Wiring heat map:
Drawn at 1 px/um. The die is cut into 38 by 23 equal tiles; dark blue is low, red is high, scaled to the fullest tile. Values are wire area over tile area, all layers added.
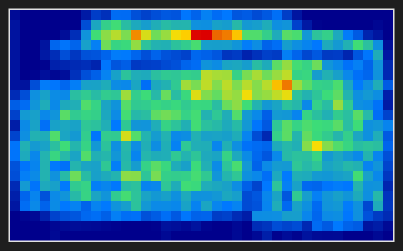
Signal wires on met2:
Drawn at 1.5 px/um. Cells faint in the background.
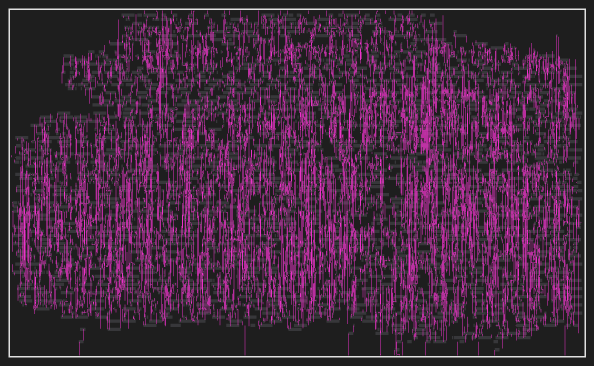
The metal 3 layer:
Drawn at 1.5 px/um. Cells faint in the background.
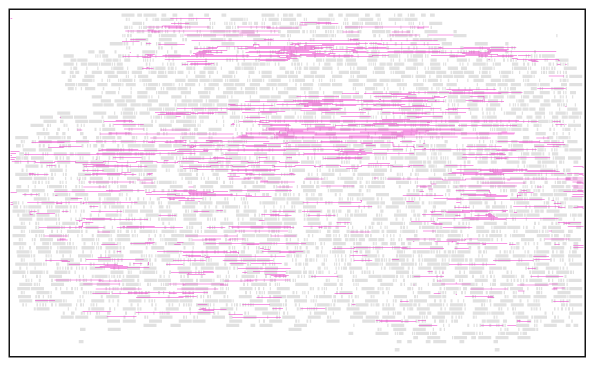
Routing congestion map:
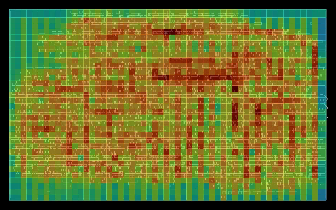
### config.mk
export PLATFORM = sky130hd
export DESIGN_NAME = fir_tdm_mac
export DESIGN_NICKNAME = d
export VERILOG_FILES = /design/src/rtl/fir_tdm_pkg.sv /design/src/rtl/fir_tdm_delay_ram.sv /design/src/rtl/fir_tdm_mac.sv
export SDC_FILE = /design/constraint.sdc
export NUM_CORES = 2
export LEC_CHECK = 0
export ABC_AREA = 1
export CORE_ASPECT_RATIO = 0.6
export CORE_UTILIZATION = 45
export DETAILED_ROUTE_END_ITERATION = 16
export SKIP_CTS_REPAIR_TIMING = 1
export SLEW_MARGIN = 25
export SYNTH_ARGS = -nofsm -noshare
export SYNTH_HDL_FRONTEND = slang
export SYNTH_SLANG_ARGS = --single-unit
### constraint.sdc
create_clock -name clk -period 23.1 [get_ports clk]
set_clock_uncertainty 0.2 [all_clocks]
set_input_delay 4.62 -clock clk [delete_from_list [all_inputs] [get_ports clk]]
set_output_delay 4.62 -clock clk [all_outputs]
set_load 0.01 [all_outputs]
### src/rtl/fir_tdm_pkg.sv
// rtl/fir_tdm_pkg.sv - shared widths, FSM encoding and round/saturate helper for fir_tdm_mac
//
// Purpose: width helpers (tap index, channel index, accumulator), default
// parameter values, FSM state type and the output round/saturate function.
// Ports: none (package).

package fir_tdm_pkg;

  localparam int N_DEF    = 10;
  localparam int DW_DEF   = 16;
  localparam int CW_DEF   = 16;
  localparam int NCH_DEF  = 2;
  localparam int FRAC_DEF = 15;

  function automatic int tap_w(input int n);
    return (n + 1 > 1) ? $clog2(n + 1) : 1;
  endfunction

  function automatic int ch_w(input int nch);
    return (nch > 1) ? $clog2(nch) : 1;
  endfunction

  function automatic int acc_w(input int n, input int dw, input int cw);
    return dw + cw + $clog2(n + 1);
  endfunction

  localparam int TAP_W_DEF = tap_w(N_DEF);
  localparam int CH_W_DEF  = ch_w(NCH_DEF);
  localparam int ACCW_DEF  = acc_w(N_DEF, DW_DEF, CW_DEF);

  typedef enum logic [1:0] {
    ST_IDLE = 2'd0,
    ST_MAC  = 2'd1,
    ST_OUT  = 2'd2
  } state_t;

  // Round half up (add 2^(frac-1), arithmetic shift), then clamp to a
  // dw-bit signed range. Worked in 64 bits so any accumulator width up to
  // 64 passes through unchanged.
  function automatic logic signed [63:0] round_sat(
    input logic signed [63:0] acc,
    input int                 frac,
    input int                 dw
  );
    logic signed [63:0] r;
    logic signed [63:0] hi;
    logic signed [63:0] lo;
    r  = (acc + (64'sd1 <<< (frac - 1))) >>> frac;
    hi = (64'sd1 <<< (dw - 1)) - 64'sd1;
    lo = -(64'sd1 <<< (dw - 1));
    if (r > hi) return hi;
    if (r < lo) return lo;
    return r;
  endfunction

endpackage

### src/rtl/fir_tdm_delay_ram.sv
// rtl/fir_tdm_delay_ram.sv - per-channel circular sample delay lines
//
// Purpose: NCH x (N+1) x DW sample storage with one circular write pointer
// per channel. Writing stores at the channel's pointer and advances it; the
// read port returns the sample k positions older than the newest one.
// Ports:
//   clk, rst            clock, async active-high reset (clears data and pointers)
//   i_we                write strobe (already qualified by the caller)
//   i_wr_ch, i_wr_data  channel and sample for the write
//   i_rd_ch, i_rd_k     channel and tap age for the combinational read
//   o_rd_data           xline[i_rd_ch][(newest - i_rd_k) mod (N+1)]

module fir_tdm_delay_ram
  import fir_tdm_pkg::*;
#(
  parameter int N   = N_DEF,
  parameter int DW  = DW_DEF,
  parameter int NCH = NCH_DEF,
  localparam int TW  = tap_w(N),
  localparam int CHW = ch_w(NCH)
) (
  input  logic                 clk,
  input  logic                 rst,
  input  logic                 i_we,
  input  logic [CHW-1:0]       i_wr_ch,
  input  logic signed [DW-1:0] i_wr_data,
  input  logic [CHW-1:0]       i_rd_ch,
  input  logic [TW-1:0]        i_rd_k,
  output logic signed [DW-1:0] o_rd_data
);

  localparam logic [TW-1:0] L_NT  = TW'(N);
  localparam logic [TW:0]   L_N   = (TW + 1)'(N);
  localparam logic [TW:0]   L_NP1 = (TW + 1)'(N + 1);

  logic signed [DW-1:0] r_mem [NCH][N+1];
  logic [TW-1:0]        r_ptr [NCH];

  logic [TW-1:0] w_rd_ptr;
  logic [TW:0]   w_sum;
  logic [TW-1:0] w_rd_idx;

  // The pointer sits one past the newest sample, so newest - k is
  // ptr + N - k, folded back once into 0..N.
  assign w_rd_ptr  = r_ptr[i_rd_ch];
  assign w_sum     = {1'b0, w_rd_ptr} + L_N - {1'b0, i_rd_k};
  assign w_rd_idx  = TW'((w_sum > L_N) ? (w_sum - L_NP1) : w_sum);
  assign o_rd_data = r_mem[i_rd_ch][w_rd_idx];

  always_ff @(posedge clk or posedge rst) begin
    if (rst) begin
      for (int c = 0; c < NCH; c++) begin
        r_ptr[c] <= '0;
        for (int t = 0; t <= N; t++) begin
          r_mem[c][t] <= '0;
        end
      end
    end else if (i_we) begin
      r_mem[i_wr_ch][r_ptr[i_wr_ch]] <= i_wr_data;
      r_ptr[i_wr_ch] <= (r_ptr[i_wr_ch] == L_NT) ? '0 : r_ptr[i_wr_ch] + 1'b1;
    end
  end

endmodule

### src/rtl/fir_tdm_mac.sv
// rtl/fir_tdm_mac.sv - multi-channel time-multiplexed FIR with one shared MAC
//
// Purpose: accepts one sample per handshake, runs N+1 multiply-accumulate
// steps against that channel's delay line, then emits a rounded, saturated
// result tagged with its channel.
// Ports:
//   clk, rst                         clock, async active-high reset
//   i_clk_en                         global enable; low freezes all state
//   i_coef_we/i_coef_addr/i_coef_data  coefficient write (IDLE only)
//   i_in_valid/o_in_ready/i_in_ch/i_x  sample input handshake
//   o_out_valid/o_out_ch/o_y         one-cycle result strobe, channel, value

module fir_tdm_mac
  import fir_tdm_pkg::*;
#(
  parameter int N    = N_DEF,
  parameter int DW   = DW_DEF,
  parameter int CW   = CW_DEF,
  parameter int NCH  = NCH_DEF,
  parameter int FRAC = FRAC_DEF,
  localparam int TW   = tap_w(N),
  localparam int CHW  = ch_w(NCH),
  localparam int ACCW = acc_w(N, DW, CW)
) (
  input  logic                 clk,
  input  logic                 rst,
  input  logic                 i_clk_en,
  input  logic                 i_coef_we,
  input  logic [TW-1:0]        i_coef_addr,
  input  logic signed [CW-1:0] i_coef_data,
  input  logic                 i_in_valid,
  output logic                 o_in_ready,
  input  logic [CHW-1:0]       i_in_ch,
  input  logic signed [DW-1:0] i_x,
  output logic                 o_out_valid,
  output logic [CHW-1:0]       o_out_ch,
  output logic signed [DW-1:0] o_y
);

  localparam int PW = DW + CW;
  localparam logic [TW-1:0] L_NT = TW'(N);

  state_t                 r_state;
  logic                   r_in_ready;
  logic                   r_out_valid;
  logic [CHW-1:0]         r_out_ch;
  logic signed [DW-1:0]   r_y;
  logic signed [ACCW-1:0] r_acc;
  logic [TW-1:0]          r_k;
  logic [CHW-1:0]         r_ch;
  logic signed [CW-1:0]   r_coef [N+1];

  logic                 w_accept;
  logic                 w_wr;
  logic                 w_coef_wr;
  logic signed [DW-1:0] w_xd;
  logic signed [CW-1:0] w_tap;
  logic signed [PW-1:0] w_tap_x;
  logic signed [PW-1:0] w_xd_x;
  logic signed [PW-1:0] w_prod;

  // An out-of-range channel still completes the handshake but never
  // reaches the delay lines or the FSM.
  assign w_accept  = i_in_valid & r_in_ready & i_clk_en;
  assign w_wr      = w_accept & (32'(i_in_ch) < NCH);
  assign w_coef_wr = i_clk_en & i_coef_we & (r_state == ST_IDLE) & (32'(i_coef_addr) <= N);

  assign w_tap   = r_coef[r_k];
  assign w_tap_x = PW'(w_tap);
  assign w_xd_x  = PW'(w_xd);
  assign w_prod  = w_tap_x * w_xd_x;

  fir_tdm_delay_ram #(
    .N   (N),
    .DW  (DW),
    .NCH (NCH)
  ) u_delay_ram (
    .clk       (clk),
    .rst       (rst),
    .i_we      (w_wr),
    .i_wr_ch   (i_in_ch),
    .i_wr_data (i_x),
    .i_rd_ch   (r_ch),
    .i_rd_k    (r_k),
    .o_rd_data (w_xd)
  );

  always_ff @(posedge clk or posedge rst) begin
    if (rst) begin
      r_state     <= ST_IDLE;
      r_in_ready  <= 1'b1;
      r_out_valid <= 1'b0;
      r_out_ch    <= '0;
      r_y         <= '0;
      r_acc       <= '0;
      r_k         <= '0;
      r_ch        <= '0;
      for (int t = 0; t <= N; t++) begin
        r_coef[t] <= '0;
      end
    end else if (i_clk_en) begin
      // Lands on the accept edge too, so the accepted sample sees it.
      if (w_coef_wr) begin
        r_coef[i_coef_addr] <= i_coef_data;
      end
      case (r_state)
        ST_IDLE: begin
          r_out_valid <= 1'b0;
          if (w_wr) begin
            r_acc      <= '0;
            r_k        <= '0;
            r_ch       <= i_in_ch;
            r_in_ready <= 1'b0;
            r_state    <= ST_MAC;
          end
        end
        ST_MAC: begin
          r_out_valid <= 1'b0;
          r_acc       <= r_acc + ACCW'(w_prod);
          if (r_k == L_NT) begin
            r_state <= ST_OUT;
          end else begin
            r_k <= r_k + 1'b1;
          end
        end
        ST_OUT: begin
          r_y         <= DW'(round_sat(64'(r_acc), FRAC, DW));
          r_out_ch    <= r_ch;
          r_out_valid <= 1'b1;
          r_in_ready  <= 1'b1;
          r_state     <= ST_IDLE;
        end
        default: begin
          r_state    <= ST_IDLE;
          r_in_ready <= 1'b1;
        end
      endcase
    end
  end

  assign o_in_ready  = r_in_ready;
  assign o_out_valid = r_out_valid;
  assign o_out_ch    = r_out_ch;
  assign o_y         = r_y;

endmodule

==> impl_metrics.toml <==
# synthesis and place-and-route metrics
[hold_path]
holdPathEnd = "u_delay_ram.r_mem[17]"
holdCritPathClass = "flop to flop"
holdPathStages = 2
min_from = "u_delay_ram.r_mem[17]"

[job]
drv_cap = 0
warning_count = 33

[drt]
drc = 5
ant_nets = 0
drt_iter0_markers = 3356
vias_per_cell = 5.41
dr.pass1.iters = 11

[final_timing]
finalWorstSetupSlack_ns = 10.70
period_minus_slack_ns = 12.40
maxSlewHeadroom_pct = 23.1
fin_crit_sh_pct = 53.7
fmax_mhz = 80.7
fin_setup_tns_ns = 0
drv_slew = 0
rsz0062_at_grt = "false"
setup_viol_count_final = 0
tightest_slew_ns = 1.15
hold_viol_final = 0
holdWs_ns = 0.281

[clock_network]
path_clk_slew_ns = 0.07
cts_tree = "yes"
ctsHtreeMaxLevel = 2
cts_sinks = 598
cts-buffers-inserted = 60
clock_latency_ns = 0.69
clock-root-buffer = "clkbuf_16"
cts_buffer_depth = 3

[critical_path]
slowest_stage = "dfrtp_4"
r2r_setup_slack_ns = 10.70
required_ns = 23.42
arrival_ns = 12.72
crit_start = "r_ch"
crit_fanout = 70
r2r-end = "r_acc[23]"
start_kind = "flop"
critPathKind = "flop to flop"
cpPeakStageDelay_ns = 1.00
timing.rr.start = "r_ch"
endpoint_kind = "flop"
r2r_cells = 39

[floorplan]
rows = 83
die_h_um = 231
fp-utilization_pct = 45.6
ios = 61
core_area_sq_um = 85900
die_w_um = 383
die_area_sq_um = 88300

[synthesis]
yosysCellCount = 4740
yosys_warnings = 0
syn_inst = 4740
yosys-top-cells-count = "1176 x nand2_1, 687 x o21ai_0, 597 x dfrtp_1"
top_cell = "nand2_1"
mappedNetlistArea_sq_um = 39200
ys_seq_share_pct = 38.2
largest_area_cell = "dfrtp_1"
ys.flops = 598
yosysUniqueCellTypes = 64
edf_count = 0
topCellsByArea = "dfrtp_1 38%, fa_1 16%, nand2_1 11%"
yosys-stat-area_sq_um = 39200
yosys.area.top_type_share_pct = 38.1
ys_async_sr_fraction_pct = 100
avgSynthCellArea_sq_um = 8.27
flop_cell = "dfrtp_1"
fp_nets = 5216

[placed_design]
dp_cells = 5756
hpwlAfterDp_um = 80200
dp_slack_ns = 10.95
port_buffers = 60
place_congestion = 1.06

[finish]
area_growth_pct = 9.23
insertedDiodeCount = 0
fin_cells = 5866
fillers = 8303
fin_nets = 5147
layout-drive-gt1-share_pct = 5.81

[global_route]
overflow = 0
antenna_found_initial = 0
grt_pass1_vias = 30200
grt_max_degree = 155
grt_pass1_wl_um = 185000

[run_status]
violations = "DRC"
status = "complete, but fails checks"
About 'wiring heat map':
emptiest ninth of the die: upper left
nearly empty tiles: 11%
mean over tiles: 0.22
gr usage total: 27.2%
vias: 31700
final wirelength: 118000 um

About 'signal wires on met2':
longest straight run: 89.2 um
main direction: vertical
grt met2 use: 35.5%

About 'the metal 3 layer':
main direction: horizontal
longest straight run: 179 um
wire length on this layer: 12600 um
GRT met3 Usage: 7.66%

About 'routing congestion map':
Util after Layout: 49.8%
GR peak layer: met1
WL/cell: 20.1 um

[worst max path at each step]
| stage | slack (ns) | end | cells after the start |
|---|---|---|---|
| floorplan | 1.54 | o_out_ch | 1 |
| global placement | 11.06 | r_acc[28] | 41 |
| detailed placement | 10.95 | r_acc[28] | 39 |
| CTS | 10.92 | r_acc[28] | 39 |
| global route | 10.13 | r_acc[23] | 39 |
| finish | 10.70 | r_acc[23] | 39 |
[cells by family (layout without fill, tap and decap cells)]
group | Yosys count | in the layout | share of synthesized area [%]
AOI/OAI and AO/OA | 925 | 925 | 13.1
DFF | 598 | 598 | 38.2
buffers and inverters | 826 | 805 | 8.27
xor gates and xnor gates | 26 | 26 | 0.600
and+or+nand+nor | 1908 | 1908 | 19.3
adders and majority gates | 434 | 434 | 19.9
muxes | 23 | 23 | 0.597
[final cells by class]
cell class              count  area [sq um]  share of cell area [%]
clock buffers              75          1680                    3.92
clock inverters            35           420                   0.982
flip-flops and latches    598         15000                    35.0
multi-input cells        3316         21000                    49.1
well taps                1147          1440                    3.35
inverters                 560          2110                    4.94
repair buffers            135          1180                    2.76
[state kept, by name, indices dropped and copies added, names as in the netlist]
| name | cells |
|---|---|
| u_delay_ram.r_mem | 352 |
| r_coef | 176 |
| r_acc | 36 |
| o_y | 16 |
| u_delay_ram.r_ptr | 8 |
| r_k | 4 |
| r_state | 2 |
| o_in_ready | 1 |
| o_out_ch | 1 |
| o_out_valid | 1 |
| r_ch | 1 |
[stage by stage]
stage	util, %	area, sq um
after CTS	49.8	42800
after detailed placement	47.4	40700
final	49.8	42800
after global routing	49.8	42800
after global placement	47.4	40700
after floorplan	-	39200
[critical path, delay by kind of cell (launching register included)]
family          cells  cell delay [ns]
simple gates       10             1.78
compound gates     11             3.32
fa+ha+maj          10             4.40
flops               1             1.00
buf+inv             8             1.51
[cells in the final DEF (no fill, tap or decap), drive strengths merged, types with 23 or more instances in the layout]
master,n
o221ai,32
or2,23
o21ai,704
ha,118
a21oi,68
nor2,523
dfrtp,597
clkdlybuf4s50,60
nand3,132
inv,558
buf,75
fa,316
nand2,1192
o211ai,35
clkbuf,75
[layer usage]
metal | part of all wire, % | global-route usage, %
met4 | 1.2 | 4.11
met1 | 50 | 44.1
met5 | 0.12 | 1.20
met2 | 38 | 35.5
met3 | 11 | 7.66
